==> src/rtl/dmem_arbiter_if.sv <==
// dmem_arbiter_if: bundles the CPU data port, the DMA master port and the
// single-ported data memory port that dmem_arbiter sits between.
//   modport slave  : the arbiter's view (requests in, grants/memory out)
//   modport master : the surrounding system's view (requests out, grants in)
// CPU : cpu_en/cpu_wr (byte enables/strobes), cpu_addr, cpu_wdata -> cpu_rdata, cpu_stall
// DMA : dma_req, dma_wr, dma_addr, dma_wdata, dma_lock -> dma_gnt, dma_rvalid, dma_rdata
// MEM : mem_en, mem_wr, mem_addr, mem_wdata -> memory ; mem_rdata <- memory (1-cycle latency)
interface dmem_arbiter_if;
  logic [3:0]  cpu_en;
  logic [3:0]  cpu_wr;
  logic [31:0] cpu_addr;
  logic [31:0] cpu_wdata;
  logic [31:0] cpu_rdata;
  logic        cpu_stall;

  logic        dma_req;
  logic [3:0]  dma_wr;
  logic [31:0] dma_addr;
  logic [31:0] dma_wdata;
  logic        dma_lock;
  logic        dma_gnt;
  logic        dma_rvalid;
  logic [31:0] dma_rdata;

  logic [3:0]  mem_en;
  logic [3:0]  mem_wr;
  logic [31:0] mem_addr;
  logic [31:0] mem_wdata;
  logic [31:0] mem_rdata;

  modport slave (
    input  cpu_en, cpu_wr, cpu_addr, cpu_wdata,
    output cpu_rdata, cpu_stall,
    input  dma_req, dma_wr, dma_addr, dma_wdata, dma_lock,
    output dma_gnt, dma_rvalid, dma_rdata,
    output mem_en, mem_wr, mem_addr, mem_wdata,
    input  mem_rdata
  );

  modport master (
    output cpu_en, cpu_wr, cpu_addr, cpu_wdata,
    input  cpu_rdata, cpu_stall,
    output dma_req, dma_wr, dma_addr, dma_wdata, dma_lock,
    input  dma_gnt, dma_rvalid, dma_rdata,
    input  mem_en, mem_wr, mem_addr, mem_wdata,
    output mem_rdata
  );
endinterface

==> src/rtl/dmem_arbiter.sv <==
// dmem_arbiter: shares the 1-cycle-latency data memory between the CPU data
// port (requester 0) and a DMA master (requester 1). One access per cycle,
// grant is combinational, read data is steered back to the issuing requester.
// Ports:
//   clk  : system clock, rising edge
//   rst  : asynchronous active-high reset
//   bus  : dmem_arbiter_if.slave (CPU, DMA and memory signals)
// Parameters: MAX_WAIT (1..15) DMA losses before force-grant,
//             MAX_LOCK (1..15) consecutive DMA grants under dma_lock.
// Build option: define DMEM_ARB_STARVE_EN to compile in the DMA starvation
// bound (wait counter, force-grant) and the CPU_SLOT lock breaker. Without
// it the CPU has strict priority and a lock lasts until dma_req/dma_lock drop.
//
// state    | meaning
// CPU_PRI  | CPU has priority; DMA takes idle cycles (or forced when starved)
// DMA_LOCK | back-to-back DMA grants while dma_lock is held
// CPU_SLOT | one cycle reserved for the CPU after a full-length lock
module dmem_arbiter #(
  parameter int MAX_WAIT = 4,
  parameter int MAX_LOCK = 8
) (
  input  logic          clk,
  input  logic          rst,
  dmem_arbiter_if.slave bus
);

  typedef enum logic [1:0] {
    CPU_PRI  = 2'd0,
    DMA_LOCK = 2'd1,
    CPU_SLOT = 2'd2
  } state_e;

  if (MAX_WAIT < 1 || MAX_WAIT > 15 || MAX_LOCK < 1 || MAX_LOCK > 15) begin : g_param_check
    $error("dmem_arbiter: MAX_WAIT and MAX_LOCK must be in 1..15");
  end

  state_e      state_q, state_d;
  logic [3:0]  lock_cnt_q, lock_cnt_d;
  logic        rd_pending_q, rd_pending_d;
  logic        rd_owner_q, rd_owner_d;   // 1: DMA issued the pending read
  logic        cpu_req;
  logic        cpu_gnt;
  logic        dma_gnt;

`ifdef DMEM_ARB_STARVE_EN
  localparam logic [3:0] MAX_WAIT_C = 4'(MAX_WAIT);
  localparam logic [3:0] MAX_LOCK_C = 4'(MAX_LOCK);
  logic [3:0]  wait_cnt_q, wait_cnt_d;
  logic        force_gnt;
`endif

  always_comb begin
    cpu_req    = |bus.cpu_en;
    dma_gnt    = 1'b0;
    state_d    = state_q;
    lock_cnt_d = lock_cnt_q;
`ifdef DMEM_ARB_STARVE_EN
    force_gnt  = bus.dma_req && (wait_cnt_q == MAX_WAIT_C);
`endif
    case (state_q)
      CPU_PRI: begin
`ifdef DMEM_ARB_STARVE_EN
        dma_gnt = bus.dma_req && (!cpu_req || force_gnt);
`else
        dma_gnt = bus.dma_req && !cpu_req;
`endif
        if (dma_gnt && bus.dma_lock) begin
          state_d    = DMA_LOCK;
          lock_cnt_d = 4'd1;
`ifdef DMEM_ARB_STARVE_EN
          // A one-grant lock is already exhausted by the entry grant.
          if (MAX_LOCK_C == 4'd1) begin
            state_d    = CPU_SLOT;
            lock_cnt_d = 4'd0;
          end
`endif
        end
      end
      DMA_LOCK: begin
        if (bus.dma_req && bus.dma_lock) begin
`ifdef DMEM_ARB_STARVE_EN
          dma_gnt = (lock_cnt_q < MAX_LOCK_C);
          if (dma_gnt) lock_cnt_d = lock_cnt_q + 4'd1;
          // Leave as soon as the last allowed grant is issued so the CPU
          // slot follows immediately.
          if (lock_cnt_d >= MAX_LOCK_C) begin
            state_d    = CPU_SLOT;
            lock_cnt_d = 4'd0;
          end
`else
          dma_gnt = 1'b1;
          if (lock_cnt_q != 4'hF) lock_cnt_d = lock_cnt_q + 4'd1;
`endif
        end else begin
          state_d    = CPU_PRI;
          lock_cnt_d = 4'd0;
        end
      end
      CPU_SLOT: begin
        state_d    = CPU_PRI;
        lock_cnt_d = 4'd0;
      end
      default: begin
        state_d    = CPU_PRI;
        lock_cnt_d = 4'd0;
      end
    endcase

    cpu_gnt      = cpu_req && !dma_gnt;
    rd_pending_d = (dma_gnt && (bus.dma_wr == 4'd0)) || (cpu_gnt && (bus.cpu_wr == 4'd0));
    rd_owner_d   = dma_gnt;

`ifdef DMEM_ARB_STARVE_EN
    wait_cnt_d = wait_cnt_q;
    if (!bus.dma_req || dma_gnt) begin
      wait_cnt_d = 4'd0;
    end else if (state_q == CPU_SLOT && bus.dma_lock) begin
      // The lock only yielded one slot; let it resume on the next cycle.
      wait_cnt_d = MAX_WAIT_C;
    end else if (wait_cnt_q < MAX_WAIT_C) begin
      wait_cnt_d = wait_cnt_q + 4'd1;
    end
`endif
  end

  always_comb begin
    bus.mem_en    = 4'd0;
    bus.mem_wr    = 4'd0;
    bus.mem_addr  = 32'd0;
    bus.mem_wdata = 32'd0;
    if (dma_gnt) begin
      bus.mem_en    = 4'hF;
      bus.mem_wr    = bus.dma_wr;
      bus.mem_addr  = bus.dma_addr;
      bus.mem_wdata = bus.dma_wdata;
    end else if (cpu_gnt) begin
      bus.mem_en    = bus.cpu_en;
      bus.mem_wr    = bus.cpu_wr;
      bus.mem_addr  = bus.cpu_addr;
      bus.mem_wdata = bus.cpu_wdata;
    end
  end

  always_ff @(posedge clk or posedge rst) begin
    if (rst) begin
      state_q      <= CPU_PRI;
      lock_cnt_q   <= 4'd0;
      rd_pending_q <= 1'b0;
      rd_owner_q   <= 1'b0;
`ifdef DMEM_ARB_STARVE_EN
      wait_cnt_q   <= 4'd0;
`endif
    end else begin
      state_q      <= state_d;
      lock_cnt_q   <= lock_cnt_d;
      rd_pending_q <= rd_pending_d;
      rd_owner_q   <= rd_owner_d;
`ifdef DMEM_ARB_STARVE_EN
      wait_cnt_q   <= wait_cnt_d;
`endif
    end
  end

  assign bus.dma_gnt    = dma_gnt;
  assign bus.cpu_stall  = cpu_req && !cpu_gnt;
  assign bus.dma_rvalid = rd_pending_q && rd_owner_q;
  assign bus.dma_rdata  = (rd_pending_q && rd_owner_q)  ? bus.mem_rdata : 32'd0;
  assign bus.cpu_rdata  = (rd_pending_q && !rd_owner_q) ? bus.mem_rdata : 32'd0;

endmodule

==> src/flat_wrapper.sv <==
// flat-port wrapper written by rule: the top's interface ports become plain ports
module dmem_arbiter_flat 
#(
  parameter int MAX_WAIT = 4,
  parameter int MAX_LOCK = 8
)
  (clk, rst, bus_cpu_en, bus_cpu_wr, bus_cpu_addr, bus_cpu_wdata, bus_cpu_rdata, bus_cpu_stall, bus_dma_req, bus_dma_wr, bus_dma_addr, bus_dma_wdata, bus_dma_lock, bus_dma_gnt, bus_dma_rvalid, bus_dma_rdata, bus_mem_en, bus_mem_wr, bus_mem_addr, bus_mem_wdata, bus_mem_rdata);
  dmem_arbiter_if bus_i ();
  input  logic clk;
  input  logic rst;
  input wire logic [$bits(bus_i.cpu_en)-1:0] bus_cpu_en;
  input wire logic [$bits(bus_i.cpu_wr)-1:0] bus_cpu_wr;
  input wire logic [$bits(bus_i.cpu_addr)-1:0] bus_cpu_addr;
  input wire logic [$bits(bus_i.cpu_wdata)-1:0] bus_cpu_wdata;
  output wire logic [$bits(bus_i.cpu_rdata)-1:0] bus_cpu_rdata;
  output wire logic [$bits(bus_i.cpu_stall)-1:0] bus_cpu_stall;
  input wire logic [$bits(bus_i.dma_req)-1:0] bus_dma_req;
  input wire logic [$bits(bus_i.dma_wr)-1:0] bus_dma_wr;
  input wire logic [$bits(bus_i.dma_addr)-1:0] bus_dma_addr;
  input wire logic [$bits(bus_i.dma_wdata)-1:0] bus_dma_wdata;
  input wire logic [$bits(bus_i.dma_lock)-1:0] bus_dma_lock;
  output wire logic [$bits(bus_i.dma_gnt)-1:0] bus_dma_gnt;
  output wire logic [$bits(bus_i.dma_rvalid)-1:0] bus_dma_rvalid;
  output wire logic [$bits(bus_i.dma_rdata)-1:0] bus_dma_rdata;
  output wire logic [$bits(bus_i.mem_en)-1:0] bus_mem_en;
  output wire logic [$bits(bus_i.mem_wr)-1:0] bus_mem_wr;
  output wire logic [$bits(bus_i.mem_addr)-1:0] bus_mem_addr;
  output wire logic [$bits(bus_i.mem_wdata)-1:0] bus_mem_wdata;
  input wire logic [$bits(bus_i.mem_rdata)-1:0] bus_mem_rdata;
  assign bus_i.cpu_en = bus_cpu_en;
  assign bus_i.cpu_wr = bus_cpu_wr;
  assign bus_i.cpu_addr = bus_cpu_addr;
  assign bus_i.cpu_wdata = bus_cpu_wdata;
  assign bus_cpu_rdata = bus_i.cpu_rdata;
  assign bus_cpu_stall = bus_i.cpu_stall;
  assign bus_i.dma_req = bus_dma_req;
  assign bus_i.dma_wr = bus_dma_wr;
  assign bus_i.dma_addr = bus_dma_addr;
  assign bus_i.dma_wdata = bus_dma_wdata;
  assign bus_i.dma_lock = bus_dma_lock;
  assign bus_dma_gnt = bus_i.dma_gnt;
  assign bus_dma_rvalid = bus_i.dma_rvalid;
  assign bus_dma_rdata = bus_i.dma_rdata;
  assign bus_mem_en = bus_i.mem_en;
  assign bus_mem_wr = bus_i.mem_wr;
  assign bus_mem_addr = bus_i.mem_addr;
  assign bus_mem_wdata = bus_i.mem_wdata;
  assign bus_i.mem_rdata = bus_mem_rdata;
  dmem_arbiter #(.MAX_WAIT(MAX_WAIT), .MAX_LOCK(MAX_LOCK)) u_core (.clk(clk), .rst(rst), .bus(bus_i));
endmodule
==> config.mk <==
export PLATFORM = sky130hd
export DESIGN_NAME = dmem_arbiter_flat
export DESIGN_NICKNAME = d
export VERILOG_FILES = /design/src/rtl/dmem_arbiter_if.sv /design/src/rtl/dmem_arbiter.sv /design/src/flat_wrapper.sv
export SDC_FILE = /design/constraint.sdc
export NUM_CORES = 1
export LEC_CHECK = 0
export CAP_MARGIN = 20
export CORE_AREA = 2 2 124 126
export CTS_BUF_LIST = sky130_fd_sc_hd__clkbuf_4 sky130_fd_sc_hd__clkbuf_8 sky130_fd_sc_hd__clkbuf_16
export DETAILED_ROUTE_END_ITERATION = 8
export DIE_AREA = 0 0 126 128
export MAX_ROUTING_LAYER = met4
export PLACE_DENSITY = 0.57
export SLEW_MARGIN = 30
export SYNTH_ARGS = -nofsm -noshare
export SYNTH_HDL_FRONTEND = slang
export SYNTH_SLANG_ARGS = --single-unit
==> constraint.sdc <==
create_clock -name clk -period 2.7 [get_ports clk]
set_clock_uncertainty 0.1 [all_clocks]
set_input_delay 0.405 -clock clk [delete_from_list [all_inputs] [get_ports clk]]
set_output_delay 0.405 -clock clk [all_outputs]
set_load 0.1 [all_outputs]
==> out/results.md <==
| Stage | Item | This run |
| --- | --- | --- |
| outcome | Run status | complete, no violations |
| placed design | Worst slack after detailed placement | -0.122 ns |
| yosys | Summed instance area of the synthesized netlist | 0.00135 mm^2 |
| clock tree | Num Clock Sinks | 3 |
| flow run | Number of warning messages in the logs | 28 |
| floorplanning | Die Width | 126 um |
| power and ir drop | Power share of the sequential group | 2.7% |
| cells and area | Inserted Diodes | 0 |
| power and ir drop | Total power consumption of the routed design | 1.76 mW |
| critical path | Critical path class | primary input to primary output |
| detailed routing | Met3 WL post-DR | 1110 um |
| yosys | Number of cell instances after yosys synthesis | 179 |
| cells and area | Fin area | 0.00657 mm^2 |
| critical path | Crit path DAT | 2.16 ns |
| yosys | Top cells by instance count after synthesis | sky130_fd_sc_hd__a22o_1 (68), sky130_fd_sc_hd__and2_1 (33), sky130_fd_sc_hd__and3_1 (32) |
| timing | Minimum clock period | 2.67 ns |
| cells and area | Proportion of layout cells with a drive suffix above 1 | 47.7% |
| yosys | Proportion of synthesized area in mux cells | 0% |
| clock tree | Clock insertion delay at the later pin of the skew report | 0.22 ns |
| yosys | Sequential area share after synthesis | 5.55% |
| yosys | Number of instances in the synthesized netlist | 179 |
| floorplanning | Die height | 128 um |
| power and ir drop | Combinational cell power | 1.47 mW |
| global route | Met2 global-route usage | 27.1% |
| yosys | XOR/XNOR Fraction of Synth Area | 0% |
| power and ir drop | Power density relative to cell area | 267 mW/mm^2 |
| global route | Overall track demand over capacity in global routing | 15.0% |
| yosys | Cell type with the highest aggregate area in the netlist | sky130_fd_sc_hd__a22o_1 |
| yosys | Arithmetic-cell share of the synthesized area counting full adders, half adders and majority gates | 0% |
| detailed routing | Antenna violation net count after detailed routing | 0 |
| detailed routing | Vias per std cell | 4.15 |
| yosys | Flip-flop and latch count after synthesis | 3 |
| critical path | Critical path launch point type | primary input |
| clock tree | Clock Path Buffers | 2 |
| yosys | Post-Synth Simple-Gate Area | 36.8% |
| critical path | Worst path required time | 2.19 ns |
| power and ir drop | Worst vdd rail ir drop | 0.149 mV |
| clock tree | Number of post-CTS setup repair buffers | 3 |
| power and ir drop | Power spent charging and discharging nets | 0.864 mW |
| power and ir drop | Sw Ratio | 49.2% |
| clock tree | CTS Buf Count | 3 |
| timing | Rel. slew slack | 66.9% |
| timing | Pins Over Slew Limit | 0 |
| worst hold path | Hold/Removal Path Class | primary input to async pin |
| clock tree | TritonCTS clock tree | done |
| yosys | Top cell area share | 44.0% |
| clock tree | Number of buffers inserted for hold repair after clock tree synthesis | 0 |
| timing | Number of endpoints with negative hold slack in the final report | 0 |
| yosys | AO/OA Area Share | 46.3% |
| timing | Max Freq | 375 MHz |
| global route | First-pass GRT wire length | 18000 um |
| floorplanning | Chip Area | 0.0161 mm^2 |
| cells and area | Area added between synthesis and finish | 386% |
| power and ir drop | Largest power group | combinational cells |
| yosys | Yosys-reported design area after synthesis | 0.00135 mm^2 |
| power and ir drop | Logic pwr share | 83.6% |
| critical path | Setup crit end | bus_mem_addr[0] |
| placed design | Number of placed instances with taps included | 675 |
| critical path | Crit path max fanout | 13 |
| detailed routing | Iteration-0 DRC Markers | 61 |
| power and ir drop | Clock Power | 0.242 mW |
| clock tree | Clock transition time at the flip-flop clock pins of the worst setup and hold paths | 0.03 ns |
| critical path | Setup slack of the most critical reg-to-reg path | 1.31 ns |
| timing | Min setup slack post-route | 0.0309 ns |
| global route | Most used routing layer in global routing | met2 |
| timing | Period utilisation layout | 98.9% |
| critical path | Worst flop-to-flop path startpoint | u_core.state_q[0] |
| timing | Final setup violation count | 0 |
| timing | Setup Total Neg Slack | 0 ns |
| global route | Number of global-route vias before repair | 3062 |
| yosys | Dominant synthesized flop cell | sky130_fd_sc_hd__dfrtp_1 |
| global route | Largest net degree at the start of global routing | 34 |
| power and ir drop | Sequential Power | 0.0467 mW |
| detailed routing | Routed len/inst | 19.0 um |
| yosys | Yosys warning count | 0 |
| power and ir drop | Leakage | 2.97 nW |
| cells and area | Most used logic cell in the final layout | sky130_fd_sc_hd__clkdlybuf4s50_1 |
-- registers in the layout, summed over array words and instances (netlist names) --
name and cells:
u_core.state_q 1, u_core.rd_owner_q 1, u_core.rd_pending_q 1
-- critical path, cell delays in order --
cell	delay, ns
sky130_fd_sc_hd__dlygate4sd2_1	0.24
sky130_fd_sc_hd__or4_4	0.54
sky130_fd_sc_hd__buf_4	0.15
sky130_fd_sc_hd__o21a_4	0.21
sky130_fd_sc_hd__clkinv_8	0.08
sky130_fd_sc_hd__buf_12	0.14
sky130_fd_sc_hd__a22o_1	0.19
sky130_fd_sc_hd__buf_12	0.18
-- area by class of cell --
class                      instances  share of cell area (%)
timing repair buffer             338                    73.4
inverter                           2                   0.305
multi-input combinational        150                    20.3
sequential                         3                    1.14
clock buffer                       4                    1.26
tap                              188                    3.58
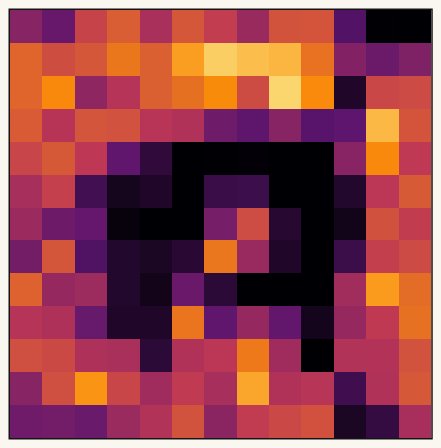
Fig. 1. Local utilization.
13 x 13 tiles, from black (low) to pale yellow (high), 0 to 100% covered.
The mean over all tiles is 39%. The emptiest ninth of the die: center. 5.3% of the tiles are over 75% full. 11% of the tiles are nearly empty. The fullest tile reaches 91%.
CORE AREA: 0.0149 mm^2
fraction of the core area covered by cells at the end of the flow: 44.2%
FP Util: 9.10%

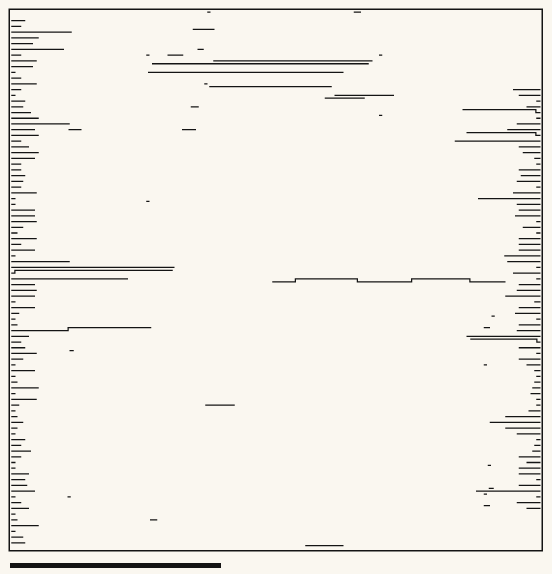
Fig. 2. Met3 routing.
Bar = 50 um.
The wires run mostly horizontal. The layer holds 8.5% of the routed length.
detailed-route wire length: 13000 um
vias after detailed routing: 2841

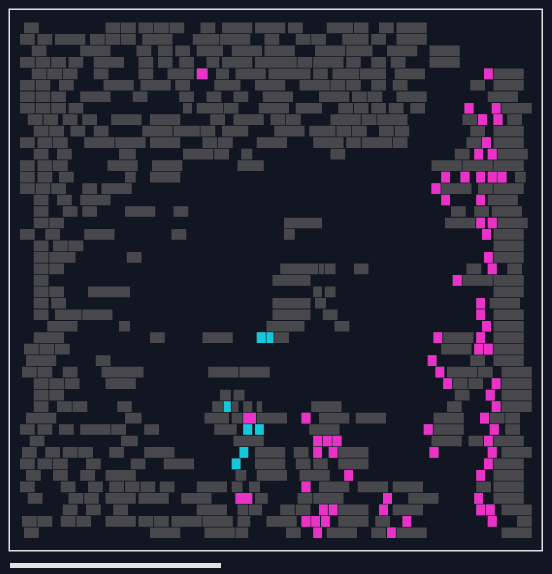
Fig. 3. Gate-type map.
Bar = 50 um.
Magenta marks and/or cells, cells 68, most used and2_1. Cyan marks nand cells, cells 7, most used nand2b_1, where bottom center.

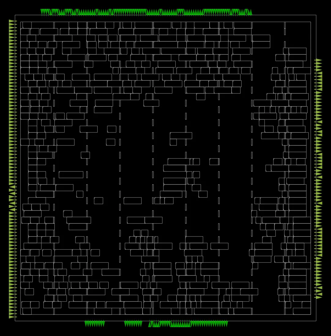
Fig. 4. Cell placement.
TAP cells: 188
FILL cells: 1407
total number of sequential cells: 3
flop share of the area: 1.14%
standard-cell row count: 45

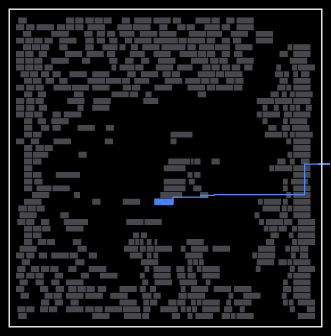
Fig. 5. Nets reached from selected ports.
Blue marks bus_dma_req, bits 1, direction input, edge right, end cells 3, wire 85.9 um.
I/O pin cnt: 315
tally of buffers added on design ports: 314

No activity file was given, so power comes from the tool's default toggle rates.
